[src/rtl/regfile_write_arbiter_pkg.sv]
// Shared constants, FSM state type and pointer helper for the register-file write arbiter.
// Latency: none (declarations only).
// Backpressure: none (declarations only).
package regfile_write_arbiter_pkg;

    localparam int RF_AW    = 3;
    localparam int RF_DW    = 8;
    localparam int RF_DEPTH = 8;

    typedef enum logic {
        ST_ARB    = 1'b0,
        ST_LOCKED = 1'b1
    } arb_state_t;

    // Round-robin successor of a requester index, wrapping at n.
    function automatic logic [2:0] rr_next(input logic [2:0] idx, input int n);
        if (int'(idx) + 1 >= n) begin
            return 3'd0;
        end
        return idx + 3'd1;
    endfunction

endpackage

[src/rtl/regfile_write_arbiter_rr_pick.sv]
// Round-robin picker: first set request at or after ptr, wrapping around.
// Latency: purely combinational.
// Backpressure: none; the caller gates req with its own eligibility.
import regfile_write_arbiter_pkg::*;

module rf_rr_pick #(
    parameter int N = 3
) (
    input  logic [N-1:0] req,
    input  logic [2:0]   ptr,
    output logic [N-1:0] gnt,
    output logic [2:0]   idx,
    output logic         any
);

    // Search the upper segment [ptr, N) first, then wrap to [0, ptr).
    always_comb begin
        gnt = '0;
        idx = '0;
        any = 1'b0;
        for (int i = 0; i < N; i++) begin
            if (!any && req[i] && (3'(i) >= ptr)) begin
                any = 1'b1;
                idx = 3'(i);
            end
        end
        for (int i = 0; i < N; i++) begin
            if (!any && req[i]) begin
                any = 1'b1;
                idx = 3'(i);
            end
        end
        for (int i = 0; i < N; i++) begin
            gnt[i] = any && (idx == 3'(i));
        end
    end

endmodule

[src/rtl/regfile_write_arbiter.sv]
// Round-robin arbiter sharing one register-file write port among NREQ requesters (ARB_LOCK_EN adds grant locking).
// Latency: accept at edge N drives rf_we/addr/data after edge N; the register file commits at edge N+1 after that.
// Backpressure: req_ready is one-hot or zero; a requester holds valid/addr/data until it sees ready.
import regfile_write_arbiter_pkg::*;

module regfile_write_arbiter #(
    parameter int NREQ         = 3,
    parameter int AW           = RF_AW,
    parameter int DW           = RF_DW,
    parameter int LOCK_TIMEOUT = 8
) (
    input  logic                 clk,
    input  logic                 rst_n,
    input  logic [NREQ-1:0]      req_valid,
    input  logic [NREQ-1:0]      req_lock,
    input  logic [NREQ*AW-1:0]   req_addr,
    input  logic [NREQ*DW-1:0]   req_data,
    output logic [NREQ-1:0]      req_ready,
    output logic                 rf_we,
    output logic [AW-1:0]        rf_write_addr,
    output logic [DW-1:0]        rf_write_data,
    output logic [2:0]           grant_id
);

    logic [2:0]      rr_ptr;
    logic [NREQ-1:0] pick_req;
    logic [NREQ-1:0] pick_gnt;
    logic [2:0]      pick_idx;
    logic            pick_any;
    logic            eff_locked;
    logic            ptr_adv;
    logic [NREQ-1:0] owner_mask;
    logic [AW-1:0]   win_addr;
    logic [DW-1:0]   win_data;

    // Only eligible requesters compete; nothing is eligible while reset is held.
    assign pick_req  = rst_n ? (eff_locked ? (req_valid & owner_mask) : req_valid) : '0;
    assign req_ready = pick_gnt;

    rf_rr_pick #(
        .N   (NREQ)
    ) u_pick (
        .req (pick_req),
        .ptr (rr_ptr),
        .gnt (pick_gnt),
        .idx (pick_idx),
        .any (pick_any)
    );

`ifdef ARB_LOCK_EN
    localparam int CW = $clog2(LOCK_TIMEOUT + 1);

    arb_state_t    state, state_nxt;
    logic [2:0]    lock_owner, lock_owner_nxt;
    logic [CW-1:0] lock_cnt, lock_cnt_nxt;
    logic          owner_vld;
    logic          timeout_now;
    logic          win_lock;

    // Decode the lock owner index into a requester mask.
    always_comb begin
        owner_mask = '0;
        for (int i = 0; i < NREQ; i++) begin
            owner_mask[i] = (lock_owner == 3'(i));
        end
    end

    assign owner_vld   = |(req_valid & owner_mask);
    assign win_lock    = |(pick_gnt & req_lock);
    // The timeout releases the lock in the same cycle, so others can be granted immediately.
    assign timeout_now = (state == ST_LOCKED) && !owner_vld && (lock_cnt == CW'(LOCK_TIMEOUT - 1));
    assign eff_locked  = (state == ST_LOCKED) && !timeout_now;
    // Pointer is frozen while locked, except when the owner releases with a lock=0 beat.
    assign ptr_adv     = pick_any && (!eff_locked || !win_lock);

    // Lock FSM state, owner and idle counter.
    always_ff @(posedge clk) begin
        if (!rst_n) begin
            state      <= ST_ARB;
            lock_owner <= '0;
            lock_cnt   <= '0;
        end else begin
            state      <= state_nxt;
            lock_owner <= lock_owner_nxt;
            lock_cnt   <= lock_cnt_nxt;
        end
    end

    // Next-state: enter on a locked beat, leave on an unlocked owner beat or on timeout.
    always_comb begin
        state_nxt      = state;
        lock_owner_nxt = lock_owner;
        lock_cnt_nxt   = lock_cnt;
        if (eff_locked) begin
            if (pick_any) begin
                lock_cnt_nxt = '0;
                if (!win_lock) begin
                    state_nxt = ST_ARB;
                end
            end else begin
                lock_cnt_nxt = lock_cnt + CW'(1);
            end
        end else begin
            state_nxt    = ST_ARB;
            lock_cnt_nxt = '0;
            if (pick_any && win_lock) begin
                state_nxt      = ST_LOCKED;
                lock_owner_nxt = pick_idx;
            end
        end
    end
`else
    logic unused_cfg;

    assign owner_mask = '1;
    assign eff_locked = 1'b0;
    assign ptr_adv    = pick_any;
    assign unused_cfg = (^req_lock) ^ (LOCK_TIMEOUT == 0);
`endif

    // Select the winner's address and data.
    always_comb begin
        win_addr = '0;
        win_data = '0;
        for (int i = 0; i < NREQ; i++) begin
            if (pick_gnt[i]) begin
                win_addr = req_addr[i*AW +: AW];
                win_data = req_data[i*DW +: DW];
            end
        end
    end

    // Output registers and round-robin pointer; addr/data/id hold when nothing is accepted.
    always_ff @(posedge clk) begin
        if (!rst_n) begin
            rf_we         <= 1'b0;
            rf_write_addr <= '0;
            rf_write_data <= '0;
            grant_id      <= '0;
            rr_ptr        <= '0;
        end else begin
            rf_we <= pick_any;
            if (pick_any) begin
                rf_write_addr <= win_addr;
                rf_write_data <= win_data;
                grant_id      <= pick_idx;
            end
            if (ptr_adv) begin
                rr_ptr <= rr_next(pick_idx, NREQ);
            end
        end
    end

endmodule

[config.mk]
export PLATFORM = sky130hd
export DESIGN_NAME = regfile_write_arbiter
export DESIGN_NICKNAME = d
export VERILOG_FILES = /design/src/rtl/regfile_write_arbiter_pkg.sv /design/src/rtl/regfile_write_arbiter_rr_pick.sv /design/src/rtl/regfile_write_arbiter.sv
export SDC_FILE = /design/constraint.sdc
export NUM_CORES = 1
export LEC_CHECK = 0
export CAP_MARGIN = 0
export CORE_ASPECT_RATIO = 1.25
export CORE_MARGIN = 2
export CORE_UTILIZATION = 40
export CTS_CLUSTER_SIZE = 8
export DETAILED_ROUTE_END_ITERATION = 16
export PLACE_DENSITY = 0.95
export SLEW_MARGIN = 20
export SYNTH_ARGS = -nofsm -noshare
export SYNTH_HDL_FRONTEND = slang
export SYNTH_SLANG_ARGS = --single-unit
[constraint.sdc]
create_clock -name clk -period 6.4 [get_ports clk]
set_clock_uncertainty 0.15 [all_clocks]
set_input_delay 1.92 -clock clk [delete_from_list [all_inputs] [get_ports clk]]
set_output_delay 1.92 -clock clk [all_outputs]
set_load 0.01 [all_outputs]
Fig. 1: cell placement
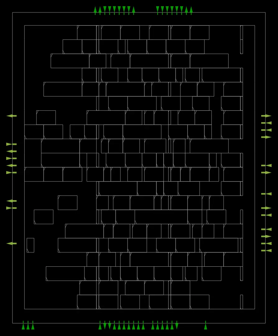
Std-Cell Rows: 20
# fillers: 189
Seq/total area: 21.6%

Fig. 2: cells by drive strength
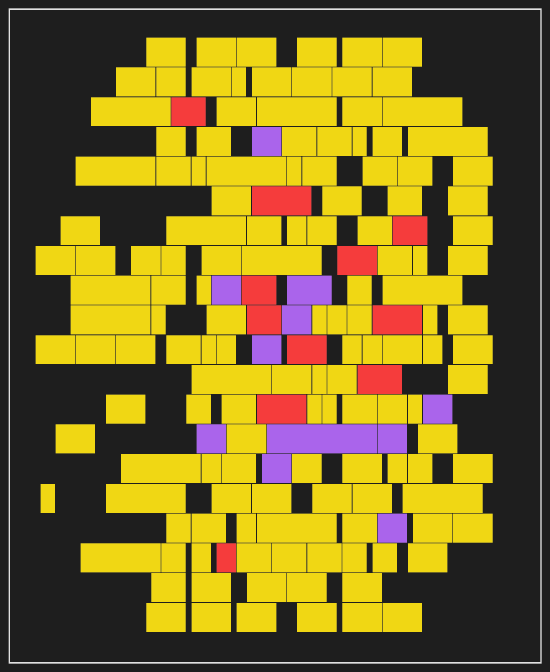
size	colour	cells
drive 2	red	11
drive 1 or less	yellow	137
drive 3 to 4	purple	11

Fig. 3: clock network drawn from the DEF
The bar under the picture is 10 µm long.
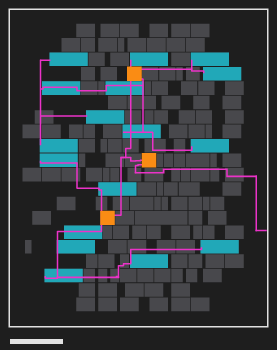
[cells driving clock nets] orange | count: 3
[clock wires] magenta | length: 252 µm
[flip-flops] cyan | count: 17
routed clock nets	4

==> results.txt <==
fresh numbers from the pnr run: # setup viols final 0, routed length per instance 16.6 µm, Num CTS Buffers 3, Antenna Nets Post-Route 0, Init Core Util 41.2%, largest net degree at the start of global routing 15, Port Buffer Count 54, warnings from Yosys 0, crit path launch type primary input, drc violations 0, PD cells about 170 nW/µm², final hold violation count 0, Placed Area between 1500 and 2000 µm², gr usage total between 20% and 30%, leakage 0.000551 µW, ys async rst share 0%, DR iter-0 viols between 60 and 70, final core utilization between 60% and 70%, CP arrival 3.97 ns, max_slew headroom 45.9%, Final min period about 6 ns, Main area contributors dfxtp_1 (34%), a221oi_1 (13%), a311oi_1 (6.2%), clkbuf_8 (4.2%), a22oi_1 (3.8%), post-detail-place hpwl 2380 µm, peak fanout along the critical path 7, ys cells ~100, Synth Area per Inst approximately 9.5 µm², I/O pin total between 50 and 60, Clock H-tree levels 1, Remaining Overflow, GRT 0, Min-Delay Startpoint grant_id[0]$_SDFFE_PN0P_, routed wire length 3190 µm, Log Warnings 29, Post-synth top flop dfxtp_1, Vias roughly 1100, yosys xor share 0%, Final nets 201, DIE AREA roughly 2900 µm², Unique cell types 38, yosys stat area slightly below 1000 µm², Mux area share 1.14%, Worst Path Buf+Inv 3, cell mode on critical path clkdlybuf4s50_1, CORE AREA 2400 µm², CTS root buffer clkbuf_4, # diodes 0, Flop area roughly 340 µm², Worst path max stage delay ~0.5 ns, Max Clk Rate roughly 0.17 GHz, cycle use final between 90% and 100%, outcome complete, no violations, crit path max-delay cell type a31oi_1, Yosys reg bits 17, crit path kind primary input to output pin, CP required 4.33 ns, Max Transition Viols Final 0, most common cell in the netlist dfxtp_1, TritonCTS clock tree done, initial antenna violation count 0, Synth top area share 34.4%, placed insts approximately 190, cts repair resizes 0, Seq share, synth between 30% and 40%, Placer Congestion 0.933, worst setup path start req_valid[0], layout cells sized above 1 13.8%, Insertion Delay late pin ~0.30 ns, Slew @ Worst Pin about 0.80 ns, reg-to-reg slack, setup around 4.2 ns, largest area contributor in the netlist dfxtp_1, synth cell count leaders dfxtp_1 (17), a221oi_1 (15), a311oi_1 (7), nor3_1 (7), nand2_1 (6), Layout area overhead 59.2%, 1st-pass router iterations 4, Die W slightly below 50 µm, Via density 5.86, final non-filler cell total approximately 190, Top logic family AND-OR/OR-AND gates, post-synthesis compound-gate area fraction ~35%, setup_tns 0 ns, unrepaired setup endpoints after global routing no, hold-fix buffers at CTS 0, element type at the critical path end output pin, logic area approximately 570 µm², Syn Std Cell Area 990 µm², Clock Sinks 17, Clock Pin Slew Worst Setup and Hold Paths roughly 0.11 ns, Max Cap Violations 0, clk buf depth 2, count of library flops with an enable pin 0, vias in the first global route approximately 1100, Worst Hold Class flip-flop to flip-flop, die height between 50 and 60 µm, global-route wire length before repair a little over 5000 µm, post-CTS setup buffer count 0, CP cell instances clkdlybuf4s50_1 -> nor3b_1 -> nor3_1 -> a31oi_1 -> inv_1 -> clkdlybuf4s50_1, FA/HA/MAJ Cells, Area Fraction 0%, reg-to-reg critical path startpoint rr_ptr[0]$_SDFFE_PN0P_, area share of and/or/nand/nor cells after synthesis around 20%, Peak VDD IR approximately 0.00011 V, CP top delay family buffers and inverters, Mapped Cells between 100 and 150, fin area between 1500 and 2000 µm², Syn Nets 145
-- layer usage --
metal	global-route usage [%]	wire [µm]	share of wire, %	vias up
li1	-	-	-	526
met1	29.2	1260	39	520
met2	38.1	1610	50	72
met3	4.55	261	8.2	8
met4	11.0	65	2.0	0
met5	0	0	0	-
-- area by class of cell --
type                       instances  area share, %
sequential                        17           21.6
clock buffer                       3           1.43
multi-input combinational         74           35.9
clock inverter                     1          0.318
inverter                           4          0.953
timing repair buffer              60           37.2
tap                               33           2.62
-- registers in the layout (all words and copies together) (netlist names) --
| name | flops |
|---|---|
| grant_id | 2 |
| rf_we | 1 |
| rf_write_addr | 3 |
| rf_write_data | 8 |
| rr_ptr | 3 |
-- metrics by stage --
stage          power (µW)  hold WS [ns]  setup slack, ns
3_5_place_dp          201         0.305            0.373
3_3_place_gp          199         0.298            0.391
6_report              261         0.329            0.364
2_1_floorplan         156         0.333             1.29
5_1_grt               276         0.358            0.233
4_1_cts               262         0.332            0.367
-- path summary, 6_finish.rpt --
| check | depth (start not counted) | end |
|---|---|---|
| setup / recovery | 6 | req_ready[2] |
| hold / removal | 1 | grant_id[0]$_SDFFE_PN0P_ |
| setup reg to reg | 5 | rf_write_data[4]$_SDFFE_PN0P_ |
| hold reg to reg | 1 | grant_id[0]$_SDFFE_PN0P_ |
-- cells in the final DEF, fill, tap and decap left out, types with 3 or more instances in the layout --
cell type / synthesis / layout
dfxtp_1: 17 / 17
nor2b_1: 4 / 4
clkdlybuf4s50_1: 0 / 54
buf_4: 1 / 6
nand2_1: 6 / 6
a22oi_1: 5 / 5
inv_1: 3 / 3
a221oi_1: 15 / 15
nor2_1: 4 / 4
clkbuf_4: 0 / 3
nor3_1: 7 / 7
a311oi_1: 7 / 6
-- where the power goes --
group,switching [µW],internal (µW)
combinational,33.8,48.8
sequential,4.72,113
clock,37.5,23.3
-- kinds of logic after synthesis --
family                 Yosys count
AOI/OAI and AO/OA               39
buffers and inverters           13
DFF                             17
muxes                            1
other                            1
and+or+nand+nor                 33
No activity file was given, so power comes from the tool's default toggle rates.
